File: src/rtl/regfile_wb_pkg.sv
// Shared MIPS register-file constants: widths, depth and the hard-wired zero register.
package regfile_wb_pkg;
    localparam int DATA_W   = 32;
    localparam int ADDR_W   = 5;
    localparam int DEPTH    = 2**ADDR_W;
    localparam int ZERO_REG = 0;
endpackage

File: src/rtl/regfile_wb_if.sv
// Write-back / read / load-tracking bundle between the pipeline (master) and the register file (slave).
interface regfile_wb_if #(
    parameter int DATA_W = regfile_wb_pkg::DATA_W,
    parameter int ADDR_W = regfile_wb_pkg::ADDR_W
);
    logic              we;
    logic [ADDR_W-1:0] wa;
    logic [DATA_W-1:0] wd;
    logic [ADDR_W-1:0] ra1;
    logic [ADDR_W-1:0] ra2;
    logic [DATA_W-1:0] rd1;
    logic [DATA_W-1:0] rd2;
    logic              ld_issue;
    logic [ADDR_W-1:0] ld_dst;
    logic              ld_done;
    logic              stall;

    modport master (
        output we, wa, wd, ra1, ra2, ld_issue, ld_dst, ld_done,
        input  rd1, rd2, stall
    );

    modport slave (
        input  we, wa, wd, ra1, ra2, ld_issue, ld_dst, ld_done,
        output rd1, rd2, stall
    );
endinterface

File: src/rtl/regfile_wb_load_scoreboard.sv
// One pending bit per register for loads in flight; a new issue outranks a same-cycle retire.
module load_scoreboard #(
    parameter int ADDR_W = regfile_wb_pkg::ADDR_W
) (
    input  logic              clk,
    input  logic              rst,
    input  logic              set_en,
    input  logic [ADDR_W-1:0] set_idx,
    input  logic              clr_en,
    input  logic [ADDR_W-1:0] clr_idx,
    input  logic [ADDR_W-1:0] la1,
    input  logic [ADDR_W-1:0] la2,
    output logic              pend1,
    output logic              pend2
);
    import regfile_wb_pkg::*;

    localparam int NREG = 2**ADDR_W;

    logic [NREG-1:0] pending;
    logic [NREG-1:0] pending_nx;

    always_comb begin
        pending_nx = pending;
        if (clr_en) pending_nx[clr_idx] = 1'b0;
        if (set_en) pending_nx[set_idx] = 1'b1;
        pending_nx[ZERO_REG] = 1'b0;
    end

    always_ff @(posedge clk or posedge rst) begin
        if (rst) pending <= '0;
        else     pending <= pending_nx;
    end

    assign pend1 = pending[la1];
    assign pend2 = pending[la2];
endmodule

File: src/rtl/regfile_wb.sv
// Two-read / one-write register file with write-through bypass and load-use stall detection.
module regfile_wb #(
    parameter int DATA_W = regfile_wb_pkg::DATA_W,
    parameter int ADDR_W = regfile_wb_pkg::ADDR_W
) (
    input  logic         clk,
    input  logic         rst,
    regfile_wb_if.slave  bus
);
    import regfile_wb_pkg::*;

    localparam int                NREG = 2**ADDR_W;
    localparam logic [ADDR_W-1:0] ZREG = ADDR_W'(ZERO_REG);

    logic [DATA_W-1:0] regs [NREG];
    logic              wr_en;
    logic              retire;
    logic              pend1;
    logic              pend2;

    assign wr_en  = bus.we && (bus.wa != ZREG);
    assign retire = wr_en && bus.ld_done;

    always_ff @(posedge clk or posedge rst) begin
        if (rst) begin
            for (int i = 0; i < NREG; i++) regs[i] <= '0;
        end else if (wr_en) begin
            regs[bus.wa] <= bus.wd;
        end
    end

    // Bypass presents this cycle's write-back a cycle before the array holds it.
    always_comb begin
        bus.rd1 = regs[bus.ra1];
        bus.rd2 = regs[bus.ra2];
        if (wr_en && bus.wa == bus.ra1) bus.rd1 = bus.wd;
        if (wr_en && bus.wa == bus.ra2) bus.rd2 = bus.wd;
        if (bus.ra1 == ZREG) bus.rd1 = '0;
        if (bus.ra2 == ZREG) bus.rd2 = '0;
        if (rst) begin
            bus.rd1 = '0;
            bus.rd2 = '0;
        end
    end

    load_scoreboard #(.ADDR_W(ADDR_W)) u_sb (
        .clk     (clk),
        .rst     (rst),
        .set_en  (bus.ld_issue),
        .set_idx (bus.ld_dst),
        .clr_en  (bus.we && bus.ld_done),
        .clr_idx (bus.wa),
        .la1     (bus.ra1),
        .la2     (bus.ra2),
        .pend1   (pend1),
        .pend2   (pend2)
    );

    // A register whose load is retiring right now already has its data on the bypass.
    assign bus.stall = !rst &&
                       ((pend1 && !(retire && bus.wa == bus.ra1)) ||
                        (pend2 && !(retire && bus.wa == bus.ra2)));
endmodule

File: src/flat_wrapper.sv
// flat-port wrapper written by rule: the top's interface ports become plain ports
module regfile_wb_flat import regfile_wb_pkg::*;
#(
    parameter int DATA_W = regfile_wb_pkg::DATA_W,
    parameter int ADDR_W = regfile_wb_pkg::ADDR_W
)
  (clk, rst, bus_we, bus_wa, bus_wd, bus_ra1, bus_ra2, bus_ld_issue, bus_ld_dst, bus_ld_done, bus_rd1, bus_rd2, bus_stall);
  regfile_wb_if #(.DATA_W(DATA_W), .ADDR_W(ADDR_W)) bus_i ();
  input  logic clk;
  input  logic rst;
  input wire logic [$bits(bus_i.we)-1:0] bus_we;
  input wire logic [$bits(bus_i.wa)-1:0] bus_wa;
  input wire logic [$bits(bus_i.wd)-1:0] bus_wd;
  input wire logic [$bits(bus_i.ra1)-1:0] bus_ra1;
  input wire logic [$bits(bus_i.ra2)-1:0] bus_ra2;
  input wire logic [$bits(bus_i.ld_issue)-1:0] bus_ld_issue;
  input wire logic [$bits(bus_i.ld_dst)-1:0] bus_ld_dst;
  input wire logic [$bits(bus_i.ld_done)-1:0] bus_ld_done;
  output wire logic [$bits(bus_i.rd1)-1:0] bus_rd1;
  output wire logic [$bits(bus_i.rd2)-1:0] bus_rd2;
  output wire logic [$bits(bus_i.stall)-1:0] bus_stall;
  assign bus_i.we = bus_we;
  assign bus_i.wa = bus_wa;
  assign bus_i.wd = bus_wd;
  assign bus_i.ra1 = bus_ra1;
  assign bus_i.ra2 = bus_ra2;
  assign bus_i.ld_issue = bus_ld_issue;
  assign bus_i.ld_dst = bus_ld_dst;
  assign bus_i.ld_done = bus_ld_done;
  assign bus_rd1 = bus_i.rd1;
  assign bus_rd2 = bus_i.rd2;
  assign bus_stall = bus_i.stall;
  regfile_wb #(.DATA_W(DATA_W), .ADDR_W(ADDR_W)) u_core (.clk(clk), .rst(rst), .bus(bus_i));
endmodule
File: config.mk
export PLATFORM = sky130hd
export DESIGN_NAME = regfile_wb_flat
export DESIGN_NICKNAME = d
export VERILOG_FILES = /design/src/rtl/regfile_wb_pkg.sv /design/src/rtl/regfile_wb_if.sv /design/src/rtl/regfile_wb_load_scoreboard.sv /design/src/rtl/regfile_wb.sv /design/src/flat_wrapper.sv
export SDC_FILE = /design/constraint.sdc
export NUM_CORES = 2
export LEC_CHECK = 0
export ABC_CLOCK_PERIOD_IN_PS = 61300
export CAP_MARGIN = 5
export CORE_ASPECT_RATIO = 0.75
export CORE_UTILIZATION = 63
export DETAILED_ROUTE_END_ITERATION = 6
export PLACE_DENSITY = 0.79
export SETUP_SLACK_MARGIN = 0.15
export SYNTH_ARGS = -nofsm -noshare
export SYNTH_HDL_FRONTEND = slang
export SYNTH_SLANG_ARGS = --single-unit
File: constraint.sdc
create_clock -name clk -period 61.3 [get_ports clk]
set_input_delay 12.26 -clock clk [delete_from_list [all_inputs] [get_ports clk]]
set_output_delay 12.26 -clock clk [all_outputs]
set_load 0.02 [all_outputs]
Fig. 1: cell outlines without signal wires
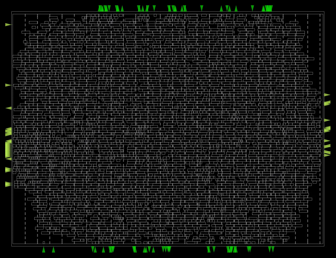
flop share of the area: 0.421
core area: 0.0901 mm²
tap cells: 1212
row count: 95
layout sequential cell count: 1055

Fig. 2: port wiring
Scale: 1 px per µm.
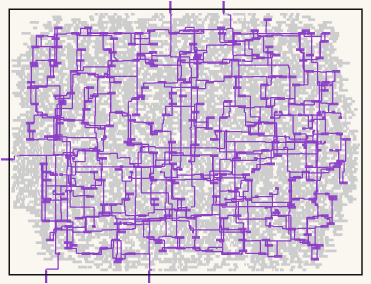
[purple] bus_ra2 | bits: 5 | direction: input | end cells: 390 | buffers: 17 | wire: 12300 µm
# IOs: 122
Port Buffer Count: 121

Fig. 3: pin placement
Scale: 1.5 px per µm. Pins as bars across the die edge, other pins in grey.
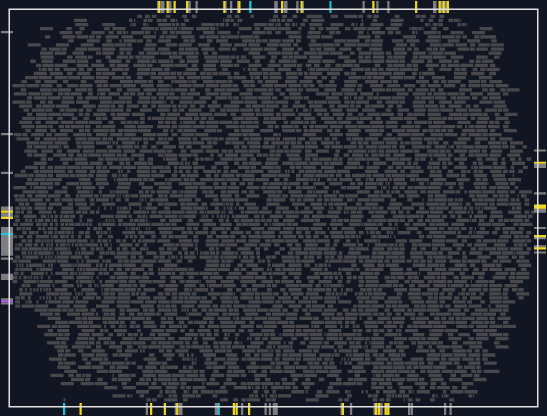
[yellow] bus_wd | pins: 32 | direction: input | edge: 13 top, 12 bottom, 5 right, 2 left
[cyan] bus_ra2 | pins: 5 | direction: input | edge: 2 top, 2 bottom, 1 left
[purple] bus_ld_issue | pins: 1 | direction: input | edge: left
all pins by edge: 41 top, 36 bottom, 30 left, 15 right
Die Y: 264 µm
Die Wd: 351 µm

Fig. 4: signal wires by layer
Scale: 1 px per µm. Only two layers are drawn.
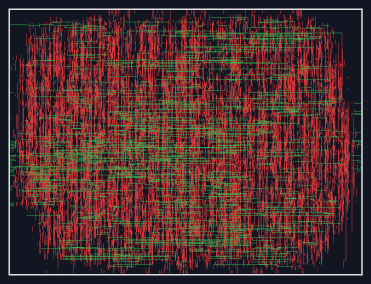
[green] metal 3 | wire length: 19800 µm
[red] metal 2 | wire length: 74.3 mm

==> changes_impl.md <==
## Implementation

- Power in combinational cells: 0.430 mW
- Outcome: finished clean
- Routed len/inst: roughly 34 µm
- R2r startpoint: u_core.u_sb.pending[29]
- Number of cells in Yosys stat: 3885
- Top-area cell share: 0.458
- Number of routed nets with antenna violations: 0
- Leading area contributor after synthesis: dfrtp_1
- Final hold violations: 0
- Initial antenna violation count: 5
- Hold Path Cell Cnt: 0
- Slew Limit Headroom: 0.154
- DRC Markers: 0
- Commonest cells in the netlist: dfrtp_1 (1055), mux2_2 (857), mux4_2 (497)
- TritonCTS Sinks: 1055
- Worst path required time: 49040 ps
- Area Growth Syn to Fin: 8.69%
- DR vias/cell: 7.44
- Min-Delay Path Class: register to register
- P_int: around 1.5 mW
- Simple share: 0.0204
- Main flop type: dfrtp_1
- Clock latency on the worst-skew pair: slightly below 700 ps
- Met1 Usage GRT: 0.566
- XORs/XNORs by Area: 0.00152
- Pin count of the biggest net entering global routing: around 170
- CP Cell Sequence: buf_8 -> buf_4 -> buf_4 -> buf_4 -> mux4_2 -> mux4_2 -> mux2i_1 -> a211oi_1 -> clkdlybuf4s50_1
- Fp util: 0.640
- Setup repair after global routing missed its margin: no
==> stage by stage <==
stage,std cells,power [mW],area [µm²],hold WS [ps],utilization
after floorplan,3885,1.25,57700,441,-
final,5061,2.04,62700,395,0.696
after global placement,4866,1.34,59100,379,0.656
after global routing,5056,2.11,62700,417,0.696
after detailed placement,4866,1.36,59100,383,0.656
after CTS,5056,2.03,62700,397,0.696
==> state kept, by name, summed over array words and instances, names as in the netlist <==
signal / flops
u_core.u_sb.pending: 31
u_core.regs: 1024
==> how the worst max path moves through the flow <==
stage	from	end	slack, ps	cells after the start
CTS	bus_ra1[0]	bus_rd1[27]	31590	9
floorplan	rst	bus_rd2[23]	9170	3
global route	bus_ra1[0]	bus_rd1[27]	31370	9
global placement	bus_ra1[0]	bus_rd1[27]	31610	9
finish	bus_ra1[0]	bus_rd1[27]	31650	9
detailed placement	bus_ra1[0]	bus_rd1[27]	31590	9
==> routing by layer <==
layer | vias to the layer above | part of all wire
li1 | 14800 | -
met1 | 20200 | 0.41
met2 | 2213 | 0.44
met3 | 406 | 0.12
met4 | 0 | 0.037
met5 | - | 0
==> area by class of cell <==
cell class                 instances  area [µm²]
fill                            6047       27400
tap                             1212        1520
sequential                      1055       26400
timing repair buffer             202        1880
clock buffer                     141        2960
multi-input combinational       2384       29200
inverter                          13        61.3
clock inverter                    49         596
antenna                            5        12.5
==> cell families after synthesis <==
| group | Yosys count |
|---|---|
| and+or+nand+nor | 246 |
| AOI/OAI and AO/OA | 349 |
| DFF | 1055 |
| xor gates and xnor gates | 10 |
| muxes | 1779 |
| buffers and inverters | 446 |
==> worst max-delay path, delay by kind of cell <==
family / cells / cell delay (ps)
multiplexers: 3 / 1330
buffers and inverters: 5 / 3520
AND-OR/OR-AND: 1 / 130
Power is estimated from default activity; no workload was simulated.
